--- src/rtl/tscan_pkg.sv ---
// Shared constants for the scan sequencer: FSM encoding, parameter limits, counter widths.
package tscan_pkg;

    localparam int unsigned STATE_W = 3;
    typedef logic [STATE_W-1:0] state_t;

    localparam state_t ST_IDLE    = 3'd0;
    localparam state_t ST_SHIFT   = 3'd1;
    localparam state_t ST_LAUNCH  = 3'd2;
    localparam state_t ST_WAIT    = 3'd3;
    localparam state_t ST_CAPTURE = 3'd4;
    localparam state_t ST_DONE    = 3'd5;

    localparam int unsigned LAUNCH_GAP_MIN  = 1;
    localparam int unsigned LAUNCH_GAP_MAX  = 255;
    localparam int unsigned DONE_HOLD_MIN   = 1;
    localparam int unsigned DONE_HOLD_MAX   = 15;
    localparam int unsigned SYNC_STAGES_MIN = 2;
    localparam int unsigned MIN_CLK_RATIO   = 4;

    localparam int unsigned GAP_W  = 8;
    localparam int unsigned HOLD_W = 4;

endpackage

--- src/rtl/tscan_sync.sv ---
// Multi-flop bit synchroniser with an optional rising-edge strobe on the synced value.
module tscan_sync #(
    parameter int unsigned STAGES = 2,
    parameter bit          EDGE   = 1'b0
) (
    input  logic clk_i,
    input  logic rst_i,
    input  logic d_i,
    output logic q_o,
    output logic rise_o
);

    logic [STAGES-1:0] sync_q;

    always_ff @(posedge clk_i) begin
        if (rst_i) begin
            sync_q <= '0;
        end else begin
            sync_q <= {sync_q[STAGES-2:0], d_i};
        end
    end

    assign q_o = sync_q[STAGES-1];

    if (EDGE) begin : g_edge
        logic prev_q;

        always_ff @(posedge clk_i) begin
            if (rst_i) begin
                prev_q <= 1'b0;
            end else begin
                prev_q <= sync_q[STAGES-1];
            end
        end

        assign rise_o = sync_q[STAGES-1] & ~prev_q;
    end else begin : g_no_edge
        assign rise_o = 1'b0;
    end

endmodule

--- src/rtl/tscan_seq.sv ---
// Scan sequencer: turns the slow tck-domain controller handshake into prim_gclk
// shift strobes and a launch/capture pair with a fixed cycle gap.
module tscan_seq
    import tscan_pkg::*;
#(
    parameter int unsigned SYNC_STAGES = 2,
    parameter int unsigned LAUNCH_GAP  = 4,
    parameter int unsigned DONE_HOLD   = 3,
    parameter int unsigned CNT_W       = 16
) (
    input  logic             prim_gclk,
    input  logic             prim_rst,
    input  logic             tck,
    input  logic             tscan_enable,
    input  logic             tscan_exe,
    input  logic             tscan_start,
    input  logic             scan_out,
    output logic             tscan_end,
    output logic             texe_done,
    output logic             scan_se,
    output logic             scan_shift,
    output logic             scan_in,
    output logic             scan_launch,
    output logic             scan_capture,
    output logic [CNT_W-1:0] shift_count
);

    if (SYNC_STAGES < SYNC_STAGES_MIN ||
        LAUNCH_GAP < LAUNCH_GAP_MIN || LAUNCH_GAP > LAUNCH_GAP_MAX ||
        DONE_HOLD < DONE_HOLD_MIN || DONE_HOLD > DONE_HOLD_MAX) begin : g_bad_param
        $error("tscan_seq: parameter out of range");
    end

    // Bit 0 is tck (the only edge-detecting instance), then enable, exe, start.
    logic [3:0] async_v;
    logic [3:0] sync_v;
    logic [3:0] rise_v;

    assign async_v = {tscan_start, tscan_exe, tscan_enable, tck};

    for (genvar gi = 0; gi < 4; gi++) begin : g_sync
        tscan_sync #(
            .STAGES (SYNC_STAGES),
            .EDGE   (gi == 0)
        ) u_sync (
            .clk_i  (prim_gclk),
            .rst_i  (prim_rst),
            .d_i    (async_v[gi]),
            .q_o    (sync_v[gi]),
            .rise_o (rise_v[gi])
        );
    end

    logic en_s;
    logic exe_s;
    logic start_s;
    logic tck_rise;

    assign en_s     = sync_v[1];
    assign exe_s    = sync_v[2];
    assign start_s  = sync_v[3];
    // Non-edge instances tie their rise output low, so only tck contributes.
    assign tck_rise = (|rise_v) & sync_v[0];

    state_t            state_q;
    logic [GAP_W-1:0]  gap_q;
    logic [HOLD_W-1:0] hold_q;
    logic [CNT_W-1:0]  count_q;
    logic              tscan_end_q;
    logic              texe_done_q;
    logic              scan_se_q;
    logic              scan_shift_q;
    logic              scan_in_q;
    logic              scan_launch_q;
    logic              scan_capture_q;

    // Pulse registers are set on entry to their state so they line up with it.
    always_ff @(posedge prim_gclk) begin
        if (prim_rst) begin
            state_q        <= ST_IDLE;
            gap_q          <= '0;
            hold_q         <= '0;
            count_q        <= '0;
            tscan_end_q    <= 1'b0;
            texe_done_q    <= 1'b0;
            scan_se_q      <= 1'b0;
            scan_shift_q   <= 1'b0;
            scan_in_q      <= 1'b0;
            scan_launch_q  <= 1'b0;
            scan_capture_q <= 1'b0;
        end else begin
            scan_shift_q   <= 1'b0;
            scan_launch_q  <= 1'b0;
            scan_capture_q <= 1'b0;
            if (scan_shift_q) begin
                tscan_end_q <= scan_out;
            end

            case (state_q)
                ST_IDLE: begin
                    if (en_s) begin
                        state_q   <= ST_SHIFT;
                        scan_se_q <= 1'b1;
                        count_q   <= '0;
                    end else if (exe_s) begin
                        state_q       <= ST_LAUNCH;
                        scan_launch_q <= 1'b1;
                        gap_q         <= GAP_W'(LAUNCH_GAP - 1);
                    end
                end
                ST_SHIFT: begin
                    if (exe_s) begin
                        state_q       <= ST_LAUNCH;
                        scan_se_q     <= 1'b0;
                        scan_launch_q <= 1'b1;
                        gap_q         <= GAP_W'(LAUNCH_GAP - 1);
                    end else if (!en_s) begin
                        state_q   <= ST_IDLE;
                        scan_se_q <= 1'b0;
                    end else if (tck_rise) begin
                        scan_shift_q <= 1'b1;
                        scan_in_q    <= start_s;
                        if (count_q != '1) begin
                            count_q <= count_q + CNT_W'(1);
                        end
                    end
                end
                ST_LAUNCH: begin
                    if (LAUNCH_GAP == 1) begin
                        state_q        <= ST_CAPTURE;
                        scan_capture_q <= 1'b1;
                    end else begin
                        state_q <= ST_WAIT;
                    end
                end
                ST_WAIT: begin
                    // Capture lands exactly LAUNCH_GAP cycles after the launch cycle.
                    gap_q <= gap_q - GAP_W'(1);
                    if (gap_q == GAP_W'(1)) begin
                        state_q        <= ST_CAPTURE;
                        scan_capture_q <= 1'b1;
                    end
                end
                ST_CAPTURE: begin
                    state_q     <= ST_DONE;
                    texe_done_q <= 1'b1;
                    hold_q      <= '0;
                end
                ST_DONE: begin
                    if (hold_q != HOLD_W'(DONE_HOLD - 1)) begin
                        hold_q <= hold_q + HOLD_W'(1);
                    end else if (!exe_s) begin
                        texe_done_q <= 1'b0;
                        if (en_s) begin
                            state_q   <= ST_SHIFT;
                            scan_se_q <= 1'b1;
                        end else begin
                            state_q <= ST_IDLE;
                        end
                    end
                end
                default: begin
                    state_q <= ST_IDLE;
                end
            endcase
        end
    end

    assign tscan_end    = tscan_end_q;
    assign texe_done    = texe_done_q;
    assign scan_se      = scan_se_q;
    assign scan_shift   = scan_shift_q;
    assign scan_in      = scan_in_q;
    assign scan_launch  = scan_launch_q;
    assign scan_capture = scan_capture_q;
    assign shift_count  = count_q;

endmodule

--- config.mk ---
export PLATFORM = sky130hd
export DESIGN_NAME = tscan_seq
export DESIGN_NICKNAME = d
export VERILOG_FILES = /design/src/rtl/tscan_pkg.sv /design/src/rtl/tscan_sync.sv /design/src/rtl/tscan_seq.sv
export SDC_FILE = /design/constraint.sdc
export NUM_CORES = 1
export LEC_CHECK = 0
export CORE_ASPECT_RATIO = 1.75
export CORE_MARGIN = 5
export CORE_UTILIZATION = 46
export DETAILED_ROUTE_END_ITERATION = 6
export PLACE_DENSITY = 0.72
export SLEW_MARGIN = 20
export SYNTH_ARGS = -nofsm -noshare
export SYNTH_HDL_FRONTEND = slang
export SYNTH_HIERARCHICAL = 1
export SYNTH_SLANG_ARGS = --single-unit
--- constraint.sdc ---
create_clock -name prim_gclk -period 3.9 [get_ports prim_gclk]
set_clock_uncertainty 0.2 [all_clocks]
set_input_delay 0.585 -clock prim_gclk [delete_from_list [all_inputs] [get_ports prim_gclk]]
set_output_delay 0.585 -clock prim_gclk [all_outputs]
set_load 0.02 [all_outputs]
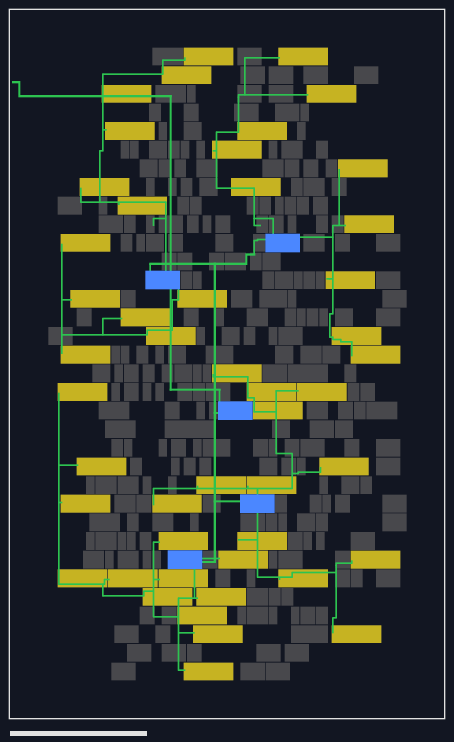
Fig. 1. Clock network drawn from the DEF.
The bar under the picture is 20 um long.
- blue: clock-net drivers (count 5)
- yellow: flip-flops (count 47)
- green: clock wires (length 566 um)
- routed clock nets: 6
- flops lie: widely spread
Clk power: 0.000279 W
clock power share: 32.0%
Clk Latency, worst-skew pair: 0.29 ns

==> impl_metrics.tcl <==
# implementation run metrics
set metrics [dict create \
    tool_warnings 28 \
    maxSlewHeadroom_pct 48.8 \
    worstMarginPinSlew_ns 0.758 \
    numPortBuffers 29 \
    grt_overflow 0 \
    place_area_um2 2580 \
    vias 1998 \
    xor_share_pct 2.29 \
    cp.required_ns 3.93 \
    first_pass_iters 4 \
    flop_cell "dfxtp_1" \
    top_area_cell "dfxtp_1" \
    fp_util_pct 46.8 \
    layout-drive-gt1-share_pct 7.12 \
    yosysCellCount 270 \
    status "finished, final reports clean" \
    period_used_pct 63.4 \
    crit_arrival_ns 2.50 \
    htreeDepth 2 \
    path_class "register to register" \
    cts_resized 0 \
    cts_tree "done" \
    grt_use_total_pct 15.8 \
    cts_hold_buf 0 \
    root_buffer "clkbuf_8" \
    crit_start "state_q[0]" \
    cts_buffer_depth 2 \
    maxSlewViolCount 0 \
    synthesis.area_um2 2290 \
    finish.utilization_pct 54.5 \
    max_freq_mhz 405 \
    finalHoldViolCount 0 \
    path_max_fanout 14 \
    top_area_share_pct 41.1 \
    antenna_found_initial 0 \
    dp_hpwl_um 3820 \
    drt-wirelength-per-cell_um 14.5 \
    routed_wl_um 5050 \
    syn2layout_area_growth_pct 16.4 \
    ys_area_um2 2290 \
    num_rows 34 \
    drt_iter0_markers 121 \
    edf_count 0 \
    rrSetupSlack_ns 1.43 \
    reg2regPathDepth 5 \
    simple_gate_area_share_pct 27.6 \
    topCellsByArea "dfxtp_1 (41%), a21oi_1 (4.4%), nor2_1 (4.1%), nand2_1 (3.6%), nor2b_1 (3.3%)" \
    grt_pass1_wl_um 8360 \
    dieWidth_um 63.3 \
    drc 0 \
    ys_warn_count 6 \
    period_minus_slack_ns 2.47 \
    place_inst 341 \
    stdcell_area_um2 2670 \
    finalNetCount 306 \
    grtUsageMet2_pct 31.0 \
    grt_max_degree 22 \
    syn-instance-count 270 \
    vias_per_cell 5.72 \
    die_h_um 103 \
    r2r-end "shift_count[11]" \
    logic_family "simple AND/OR/NAND/NOR gates" \
    ys_types 57 \
    grt_pass1_vias 1839 \
    use_met1_pct 15.7 \
    setup_violations 0 \
    min-delay-start "g_sync[0].u_sync/sync_q[0]" \
    postCtsSetupRepairBufs 0 \
    maxCapViolCount 0 \
    ys_seq_share_pct 41.1 \
    worst_setup_path_start_kind "register" \
    syn_area_per_cell_um2 8.48 \
    vdd_drop_max_mv 0.225 \
    numSynthFlops 47 \
    clk_pin_slew_worst_paths_ns 0.08 \
    synthAdderAreaFrac_pct 2.73 \
    ios 30 \
    aoi_share_pct 20.5 \
    fp_nets 282 \
    coreArea_um2 4890 \
    power_density_nw_per_um2 326 \
    die-area_um2 6550 \
    async_reset_ff_share_pct 0 \
    end_kind "register" \
    use_met3_pct 3.03 \
    final_cell_count_no_fill 349 \
    hp-class "register to register" \
    insertedDiodeCount 0 \
    gp_congestion 0.859 \
    final_antenna_net_count 0 \
    grt_most_used_layer "met2" \
    rsz0062_at_grt "no" \
    endpoint "shift_count[11]" \
    reg2reg_from "state_q[0]" \
    tns_ns 0 \
    mux_area_share_pct 0.437 \
    leakage_nw 0.923 \
]
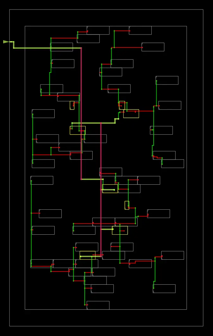
Fig. 2. The clock network.
number of sinks on the clock net: 47
CTS buffer count: 5
registers: 47
# clk buffers: 7

## worst max-delay path: stages, from the launching register on
cell	delay, ns
dfxtp_1	0.58
or3b_1	0.58
nor3_1	0.53
nand2_1	0.14
o31a_1	0.27
a21oi_1	0.12
## cells in the mapped netlist (3+ instances only)
library cell,number
a211oi_1,4
conb_1,3
nand2b_1,6
o21ai_0,13
buf_4,3
nand4_1,5
nand2_1,22
nor3b_1,6
nor3_1,8
nor2b_1,12
nor2_1,25
o21a_1,3
dfxtp_1,47
xor2_1,5
inv_1,11
a32o_1,3
nand3_1,11
a31oi_1,7
a21oi_1,20
clkbuf_1,5
nand4b_1,3
ha_1,5
## power breakdown
group          switching (W)  total [W]  internal [W]
clock               0.000153   0.000279      0.000126
sequential         0.0000141   0.000508      0.000494
combinational      0.0000473  0.0000836     0.0000363
## worst min-delay path by stage
stage                                            end  cells after the start
final                     g_sync[0].u_sync/sync_q[1]                      1
after global routing      g_sync[2].u_sync/sync_q[1]                      1
after CTS                 g_sync[0].u_sync/sync_q[1]                      1
after detailed placement  g_sync[2].u_sync/sync_q[1]                      1
after global placement    g_sync[2].u_sync/sync_q[1]                      1
after floorplan           g_sync[0].u_sync/sync_q[1]                      1
## layout by cell type, fill, tap and decap left out, drive strengths merged, types with 2 or more instances in the layout
cell type,instances
nand2b,6
o21a,3
o31a,2
nor2,25
nor3b,6
a211oi,5
nor2b,13
o21ai,14
clkdlybuf4s50,29
or3,2
xor2,5
nand2,22
nand4,5
or3b,2
or2,3
a21oi,22
conb,3
a31oi,7
nand4b,3
o31ai,2
a22oi,2
dfxtp,47
and3,2
inv,11
nor3,10
ha,5
a32o,3
clkbuf,7
nand3,11
nor4,2
## per-layer routing
metal / vias up / part of all wire, %
met5: - / 0
met2: 43 / 56
met4: 0 / 2.1
li1: 1002 / -
met3: 8 / 3.4
met1: 945 / 38
## through the flow
step | total power, W | hold slack (ns) | setup slack (ns)
after global placement | 0.000602 | 0.218 | 1.43
after CTS | 0.000880 | 0.242 | 1.43
final | 0.000870 | 0.240 | 1.43
after global routing | 0.000916 | 0.258 | 1.23
after detailed placement | 0.000603 | 0.222 | 1.42
after floorplan | 0.000582 | 0.214 | 1.82
## area by class of cell
type / count / area, um^2
Clock buffer: 7 / 76.3
Clock inverter: 1 / 5.00
Fill cell: 465 / 2230
Inverter: 11 / 41.3
Multi-Input combinational cell: 199 / 1240
Sequential cell: 47 / 941
Tap cell: 54 / 67.6
Timing Repair Buffer: 30 / 298
## kinds of logic after synthesis
| kind of cell | Yosys count |
|---|---|
| AOI/OAI and AO/OA | 68 |
| xor gates and xnor gates | 6 |
| adders and majority gates | 5 |
| buffers and inverters | 24 |
| DFF | 47 |
| muxes | 1 |
| other | 3 |
| and+or+nand+nor | 116 |
## state kept, by name, summed over array words and instances (netlist names), 3 cells and up
name	flops
gap_q	8
g_sync.u_sync/sync_q	8
state_q	3
hold_q	4
shift_count	16
No activity file was given, so power comes from the tool's default toggle rates.
